==> src/rtl/rgb_pwm_sequencer_pkg.sv <==
// ---------------------------------------------------------------------------
// rgb_pkg
// Shared definitions for the RGB PWM colour sequencer.
//   DEFAULT_PWM_BITS / DEFAULT_STEPS : default parameter values used by the
//                                      sequencer, its channel and its bus.
//   duty_t                           : duty word at the default resolution.
//   lerp()                           : linear interpolation used when the
//                                      RGB_SEQ_FADE_EN crossfade is compiled in.
// ---------------------------------------------------------------------------
package rgb_pkg;

    localparam int DEFAULT_PWM_BITS = 8;
    localparam int DEFAULT_STEPS    = 4;

    typedef logic [DEFAULT_PWM_BITS-1:0] duty_t;

    // Interpolates from a towards b by frac / 2^frac_bits, rounding towards
    // minus infinity through the arithmetic shift. The difference and the
    // product need PWM_BITS+HOLD_LOG2+1 signed bits at most, so a 32-bit
    // signed int gives bit-identical results for any sensible configuration.
    // Because frac < 2^frac_bits the result always lies between a and b, so
    // the caller can truncate it back to the duty width without loss.
    function automatic int lerp(input int a, input int b, input int frac, input int frac_bits);
        int diff;
        int prod;
        diff = b - a;
        prod = diff * frac;
        return a + (prod >>> frac_bits);
    endfunction

endpackage

==> src/rtl/rgb_pwm_sequencer_if.sv <==
// ---------------------------------------------------------------------------
// rgb_pwm_sequencer_if
// Palette configuration bus of the RGB PWM sequencer.
//   cfg_we   : palette write strobe, one entry per cycle it is high.
//   cfg_addr : palette entry index ($clog2(STEPS) bits).
//   cfg_data : duties of all channels, channel c at [c*PWM_BITS +: PWM_BITS].
// Modports: master drives the bus (host / testbench), slave is the sequencer.
// ---------------------------------------------------------------------------
interface rgb_pwm_sequencer_if
    import rgb_pkg::*;
#(
    parameter int CHANNELS = 3,
    parameter int PWM_BITS = DEFAULT_PWM_BITS,
    parameter int STEPS    = DEFAULT_STEPS
) ();

    localparam int ADDR_BITS = $clog2(STEPS);

    logic                         cfg_we;
    logic [ADDR_BITS-1:0]         cfg_addr;
    logic [CHANNELS*PWM_BITS-1:0] cfg_data;

    modport master (
        output cfg_we,
        output cfg_addr,
        output cfg_data
    );

    modport slave (
        input cfg_we,
        input cfg_addr,
        input cfg_data
    );

endinterface

==> src/rtl/rgb_pwm_sequencer_channel.sv <==
// ---------------------------------------------------------------------------
// rgb_pwm_channel
// One PWM output of the sequencer: a duty register that only reloads at a
// period boundary, a compare against the shared period counter, and the
// registered output that feeds the RGB driver pin.
//   clk, rst    : clock and synchronous active-high reset.
//   enable      : low forces the output off on the next cycle.
//   load        : period boundary strobe, reloads duty_q from duty_target.
//   duty_target : duty the next period should use.
//   pwm_cnt     : shared period counter.
//   pwm_out     : registered PWM output.
// ---------------------------------------------------------------------------
module rgb_pwm_channel
    import rgb_pkg::*;
#(
    parameter int PWM_BITS = DEFAULT_PWM_BITS
) (
    input  logic                clk,
    input  logic                rst,
    input  logic                enable,
    input  logic                load,
    input  logic [PWM_BITS-1:0] duty_target,
    input  logic [PWM_BITS-1:0] pwm_cnt,
    output logic                pwm_out
);

    logic [PWM_BITS-1:0] duty_q;

    // The duty register only changes on the boundary strobe. A period that
    // has already started therefore keeps its duty to the end, so a palette
    // write can never cut a high pulse short or add an extra one.
    always_ff @(posedge clk) begin
        if (rst) begin
            duty_q <= '0;
        end else if (load) begin
            duty_q <= duty_target;
        end
    end

    // Registered compare. The output is high while the counter is below the
    // duty: duty 0 never asserts and the all-ones duty leaves exactly one low
    // tick per period. While disabled the output is forced low.
    always_ff @(posedge clk) begin
        if (rst) begin
            pwm_out <= 1'b0;
        end else begin
            pwm_out <= enable && (pwm_cnt < duty_q);
        end
    end

endmodule

==> src/rtl/rgb_pwm_sequencer.sv <==
// ---------------------------------------------------------------------------
// rgb_pwm_sequencer
// Multi-channel LED colour sequencer. Steps through a palette written over
// the cfg bus and drives one PWM output per colour component, intended for
// the RGBnPWM pins of the SB_RGBA_DRV primitive.
//   clk, rst     : single clock, synchronous active-high reset.
//   enable       : run/freeze. Low freezes all counters and forces pwm_out low.
//   cfg          : palette write bus (rgb_pwm_sequencer_if.slave).
//   pwm_out      : registered PWM outputs, one per channel.
//   step_idx     : palette step currently being shown.
//   period_start : one-cycle pulse on the first pwm_out cycle of each period.
// Build option:
//   RGB_SEQ_FADE_EN : when defined, each step crossfades linearly towards the
//                     next palette entry. Undefined gives hard steps and the
//                     interpolation logic is not built.
// ---------------------------------------------------------------------------
module rgb_pwm_sequencer
    import rgb_pkg::*;
#(
    parameter int CHANNELS  = 3,
    parameter int PWM_BITS  = DEFAULT_PWM_BITS,
    parameter int PRESCALE  = 1,
    parameter int STEPS     = DEFAULT_STEPS,
    parameter int HOLD_LOG2 = 6
) (
    input  logic                      clk,
    input  logic                      rst,
    input  logic                      enable,
    rgb_pwm_sequencer_if.slave        cfg,
    output logic [CHANNELS-1:0]       pwm_out,
    output logic [$clog2(STEPS)-1:0]  step_idx,
    output logic                      period_start
);

    localparam int ADDR_BITS = $clog2(STEPS);
    localparam int PRE_BITS  = (PRESCALE > 1) ? $clog2(PRESCALE) : 1;
    localparam int ENTRY_W   = CHANNELS * PWM_BITS;

    localparam logic [PRE_BITS-1:0]  PRE_LAST  = PRE_BITS'(PRESCALE - 1);
    localparam logic [PWM_BITS-1:0]  PWM_MAX   = '1;
    localparam logic [HOLD_LOG2-1:0] HOLD_MAX  = '1;
    localparam logic [ADDR_BITS-1:0] STEP_LAST = ADDR_BITS'(STEPS - 1);

    logic [ENTRY_W-1:0]   palette [STEPS];

    logic [PRE_BITS-1:0]  prescaler;
    logic [PWM_BITS-1:0]  pwm_cnt;
    logic [HOLD_LOG2-1:0] hold_cnt;
    logic                 pb_q;

    logic                 tick;
    logic                 pb;
    logic                 cfg_hit;
    logic [HOLD_LOG2-1:0] hold_nxt;
    logic [ADDR_BITS-1:0] step_nxt;
    logic [ENTRY_W-1:0]   entry_a;

    logic [CHANNELS-1:0][PWM_BITS-1:0] duty_target;

`ifdef RGB_SEQ_FADE_EN
    logic [ADDR_BITS-1:0] step_after;
    logic [ENTRY_W-1:0]   entry_b;
`endif

    // Timing strobes and the sequencer's next state. tick is one PWM count,
    // pb is the last tick of a period. hold_nxt/step_nxt are the values the
    // sequencer will hold once this cycle's edge has passed; the duty
    // targets are built from them so that the duty loaded at a boundary
    // belongs to the period that boundary opens. That is what makes a new
    // step visible from its very first period.
    always_comb begin
        tick     = (prescaler == PRE_LAST) && enable;
        pb       = tick && (pwm_cnt == PWM_MAX);
        hold_nxt = hold_cnt;
        step_nxt = step_idx;
        if (pb) begin
            hold_nxt = hold_cnt + HOLD_LOG2'(1);
            if (hold_cnt == HOLD_MAX) begin
                step_nxt = (step_idx == STEP_LAST) ? '0 : step_idx + ADDR_BITS'(1);
            end
        end
    end

    // Writes whose address lies beyond the last palette entry are dropped.
    // This only matters when STEPS is not a power of two.
    always_comb begin
        cfg_hit = cfg.cfg_we && (int'(cfg.cfg_addr) < STEPS);
    end

`ifdef RGB_SEQ_FADE_EN
    // The fade end point is the entry after the upcoming step, wrapping from
    // the last entry back to the first.
    always_comb begin
        step_after = (step_nxt == STEP_LAST) ? '0 : step_nxt + ADDR_BITS'(1);
        entry_b    = palette[step_after];
    end
`endif

    // Per-channel duty the next period should use. The palette is read
    // before this cycle's write lands, so a write coinciding with a boundary
    // loads the old value and the new one follows at the next boundary.
    always_comb begin
        entry_a     = palette[step_nxt];
        duty_target = '0;
        for (int c = 0; c < CHANNELS; c++) begin
`ifdef RGB_SEQ_FADE_EN
            duty_target[c] = PWM_BITS'(lerp(int'(entry_a[c*PWM_BITS +: PWM_BITS]),
                                            int'(entry_b[c*PWM_BITS +: PWM_BITS]),
                                            int'(hold_nxt), HOLD_LOG2));
`else
            duty_target[c] = entry_a[c*PWM_BITS +: PWM_BITS];
`endif
        end
    end

    // Counter chain: prescaler -> PWM period counter -> hold counter -> step.
    // Everything freezes while enable is low and resumes from where it
    // stopped. period_start is the boundary strobe delayed by two cycles:
    // one for the counter to wrap to 0 and one for the registered compare,
    // which lines it up with the first output cycle of the new period.
    always_ff @(posedge clk) begin
        if (rst) begin
            prescaler    <= '0;
            pwm_cnt      <= '0;
            hold_cnt     <= '0;
            step_idx     <= '0;
            pb_q         <= 1'b0;
            period_start <= 1'b0;
        end else begin
            if (enable) begin
                prescaler <= (prescaler == PRE_LAST) ? '0 : prescaler + PRE_BITS'(1);
            end
            if (tick) begin
                pwm_cnt <= pwm_cnt + PWM_BITS'(1);
            end
            hold_cnt     <= hold_nxt;
            step_idx     <= step_nxt;
            pb_q         <= pb;
            period_start <= pb_q;
        end
    end

    // Palette storage. Writes are accepted whether or not the sequencer is
    // running, so a host can load colours before enabling the outputs.
    always_ff @(posedge clk) begin
        if (rst) begin
            for (int i = 0; i < STEPS; i++) begin
                palette[i] <= '0;
            end
        end else if (cfg_hit) begin
            palette[cfg.cfg_addr] <= cfg.cfg_data;
        end
    end

    // One duty register, compare and output flop per colour component, all
    // sharing the period counter and the boundary strobe.
    for (genvar c = 0; c < CHANNELS; c++) begin : g_channel
        rgb_pwm_channel #(
            .PWM_BITS (PWM_BITS)
        ) u_channel (
            .clk         (clk),
            .rst         (rst),
            .enable      (enable),
            .load        (pb),
            .duty_target (duty_target[c]),
            .pwm_cnt     (pwm_cnt),
            .pwm_out     (pwm_out[c])
        );
    end

endmodule
==> src/flat_wrapper.sv <==
// flat-port wrapper written by rule: the top's interface ports become plain ports
module rgb_pwm_sequencer_flat import rgb_pkg::*;
#(
    parameter int CHANNELS  = 3,
    parameter int PWM_BITS  = DEFAULT_PWM_BITS,
    parameter int PRESCALE  = 1,
    parameter int STEPS     = DEFAULT_STEPS,
    parameter int HOLD_LOG2 = 6
)
  (clk, rst, enable, pwm_out, step_idx, period_start, cfg_cfg_we, cfg_cfg_addr, cfg_cfg_data);
  rgb_pwm_sequencer_if #(.CHANNELS(CHANNELS), .PWM_BITS(PWM_BITS), .STEPS(STEPS)) cfg_i ();
  input  logic clk;
  input  logic rst;
  input  logic enable;
  output logic [CHANNELS-1:0] pwm_out;
  output logic [$clog2(STEPS)-1:0] step_idx;
  output logic period_start;
  input wire logic [$bits(cfg_i.cfg_we)-1:0] cfg_cfg_we;
  input wire logic [$bits(cfg_i.cfg_addr)-1:0] cfg_cfg_addr;
  input wire logic [$bits(cfg_i.cfg_data)-1:0] cfg_cfg_data;
  assign cfg_i.cfg_we = cfg_cfg_we;
  assign cfg_i.cfg_addr = cfg_cfg_addr;
  assign cfg_i.cfg_data = cfg_cfg_data;
  rgb_pwm_sequencer #(.CHANNELS(CHANNELS), .PWM_BITS(PWM_BITS), .PRESCALE(PRESCALE), .STEPS(STEPS), .HOLD_LOG2(HOLD_LOG2)) u_core (.clk(clk), .rst(rst), .enable(enable), .cfg(cfg_i), .pwm_out(pwm_out), .step_idx(step_idx), .period_start(period_start));
endmodule
==> config.mk <==
export PLATFORM = sky130hd
export DESIGN_NAME = rgb_pwm_sequencer_flat
export DESIGN_NICKNAME = d
export VERILOG_FILES = /design/src/rtl/rgb_pwm_sequencer_pkg.sv /design/src/rtl/rgb_pwm_sequencer_if.sv /design/src/rtl/rgb_pwm_sequencer_channel.sv /design/src/rtl/rgb_pwm_sequencer.sv /design/src/flat_wrapper.sv
export SDC_FILE = /design/constraint.sdc
export NUM_CORES = 1
export LEC_CHECK = 0
export ABC_AREA = 1
export CAP_MARGIN = 20
export CORE_MARGIN = 4
export CORE_UTILIZATION = 50
export DETAILED_ROUTE_END_ITERATION = 10
export HOLD_SLACK_MARGIN = 0.08
export PLACE_DENSITY = 0.64
export SLEW_MARGIN = 25
export SYNTH_ARGS = -nofsm -noshare
export SYNTH_HDL_FRONTEND = slang
export SYNTH_SLANG_ARGS = --single-unit
==> constraint.sdc <==
create_clock -name clk -period 5.77 [get_ports clk]
set_input_delay 0.577 -clock clk [delete_from_list [all_inputs] [get_ports clk]]
set_output_delay 0.577 -clock clk [all_outputs]
set_load 0.05 [all_outputs]
m3.png
The bar under the picture is 50 um long.
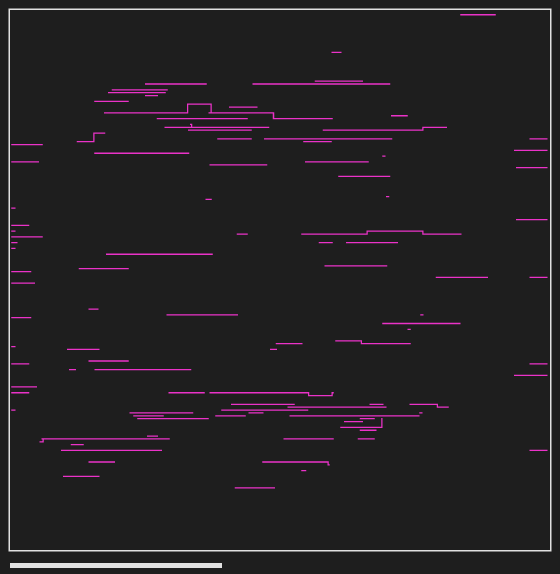
longest straight run: 32.2 um
main direction: horizontal
wire length on this layer: 1030 um
nets with wire on the layer: 62
share of all routed wire: 6.6%
met3 usage: 0.05059
routed wire length: 15700 um
total number of vias: 5297

clock_nets.png
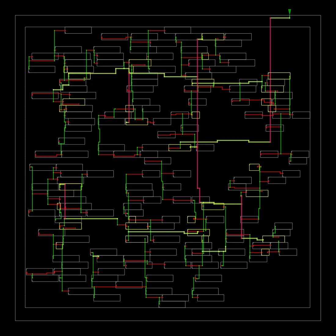
clk sinks: 141
clock-net power: 1.00 mW
# clk buffers: 18

route_heat.png
The bar under the picture is 50 um long. 25 x 25 tiles, from dark blue (low) to red (high), scaled to the fullest tile. Values are wire area over tile area, all layers added.
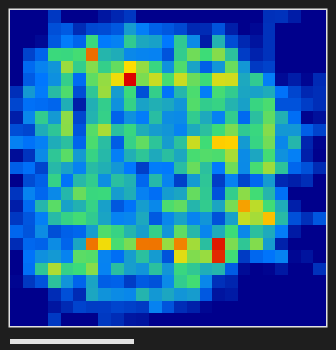
fullest tile: 0.57
mean over tiles: 0.16
tiles over half the peak: 15%
emptiest ninth of the die: bottom right
nearly empty tiles: 19%
Avg WL per Cell: 15.39 um
total track usage: 0.2041

==> run summary <==
fresh numbers from the pnr run: outcome=finished clean, H-tree levels=4, largest class=registers, flop share of the area=0.4705, Worst R2R Setup Slack=2530 ps, mux share of post-synthesis cell area=0, CP delay by family, top=buffers and inverters, Max-Cap Viols=0, n_diodes=0, slowest CP cell=clkdlybuf4s50_1, Tapcells=180, Worst Setup SP=enable, Hold Crit Class=flop to flop, hold path depth=2, Largest Register=u_core.palette, met1 wire length=7313 um, most common logic cell in the routed design=inv_1, Commonest cells post-synth=166 x inv_1, 129 x nand3_1, 96 x edfxtp_1, final slew viol count=0, post-synthesis cell count=811, CP Buf/Inv Count=4, clock power share=0.437, Logic family by area=simple AND/OR/NAND/NOR gates, die area=16200 um^2, reg2reg path depth=13, post-synth top area share=0.4053, yosys adder share=0.04222, Highest Clock Rate=296.5 MHz, worst slew pin tran=939.3 ps, num rows=approximately 43, total CTS buffers=17, Hold Path Sink=u_core.period_start, Slew HR=0.3716, hold_sp=u_core.pb_q, Sw Pwr=0.5496 mW, IO Pins=36, Clock transition at path regs=60 ps, P_comb=around 0.14 mW, drt pass-1 iters=5, met1 Track Usage GR=0.2900, pre-CTS setup slack=1959 ps, Detail Placement HPWL=9932 um, placed cell area=7497 um^2, post-route cell area=just over 8000 um^2, GRT busiest layer=met2, CTS max path bufs=2, PD cells=roughly 290 nW/um^2, logic share of the area=0.3042, Data buffer area share=0.05103, met2 usage in global routing=0.3063, Flop Count=141, # Cells Yosys=a little over 800, top-count cell post-synth=inv_1, logic area=2446 um^2, antenna violations before repair=0, Setup WS post-layout=2397 ps, hold_buf cts=0, non-filler cells, final=1020, Synth Seq Share=0.5320, type of the worst setup path=input pin to flop, filler cell count=roughly 1200, Total Nets Final=about 880, Floorplan Nets=865, CTS Root Buffer Type=clkbuf_16, final setup fails=0, Port-buffer cells=35, Pwr top=sequential cells, r2r endpoint=u_core.g_channel[0].u_channel.duty_q[6], peak supply drop=0.2004 mV, Unique cell types=33, DRC violations left=0, worst r2r src=u_core.pwm_cnt[0], ao+oa area frac=0.04821, Log Warnings=26, nonclk buf count=43, global-route wire length before repair=26030 um, sequential share of power=0.502, gpl congestion=0.8085, crit end category=flop, Multi-In Gates=between 400 and 500, Flops after synth=141, top sig layer=met4, top cell type by total area after synthesis=edfxtp_1, WP depth=13, post-CTS setup buffer count=0, Avg Inst Size Synth=~8.8 um^2, flip-flops with a built-in enable=96, xor/xnor share=0.001232, register area=around 3800 um^2, Max FO, Critical Path=about 49, Largest stage delay, worst path=710 ps, grt ovf=0, RSZ-0062 raised after global routing=false, total power=2.293 mW, Hold Slack=405.1 ps, Cell Area, Synth=7112 um^2, Top area cell types=edfxtp_1 41%, dfxtp_1 13%, nand3_1 9.1%, inv_1 8.8%, nor2_1 5.0%, Worst Clk Skew=8.495 ps, cell internal pwr=1.744 mW, Largest register FFs=96, Die X=127.3 um, setup TNS=0 ps, simple-gate share of the synthesized area=0.2495, Lkg Pwr=3.477 nW, P&R area growth vs syn=13.07%, Setup crit end=u_core.g_channel[0].u_channel.duty_q[6], Iteration-0 DRC Markers=approximately 560, final hold vios=0, asr flop ratio synth=0, Clock Latency Late Sink=430 ps, Logic pwr share=0.061, Critical Path Start Type=input pin, clock network area share=0.06737, crit-path cells=clkdlybuf4s50_1 -> nand3_4 -> nor2_8 -> nand2_4 -> inv_2 -> nand2_2 -> buf_4 -> nand2_2 -> nand2_1 -> nand3_1 -> nand3_1 -> nand2_1 -> inv_1, pin count of the biggest net entering global routing=50, fin util=0.5793, fin crit share=0.5845, layout cells sized above 1=0.07262, core area=13880 um^2, Met2 Routed Length=7081 um, Synth warnings=0, most frequent cells in the layout=166 x inv_1, 129 x nand3_1, 96 x edfxtp_1, WP data required=just over 6000 ps, CTS tree=yes, placed cells=988
Power figures rest on the tool's default switching activity, not on a simulated workload.
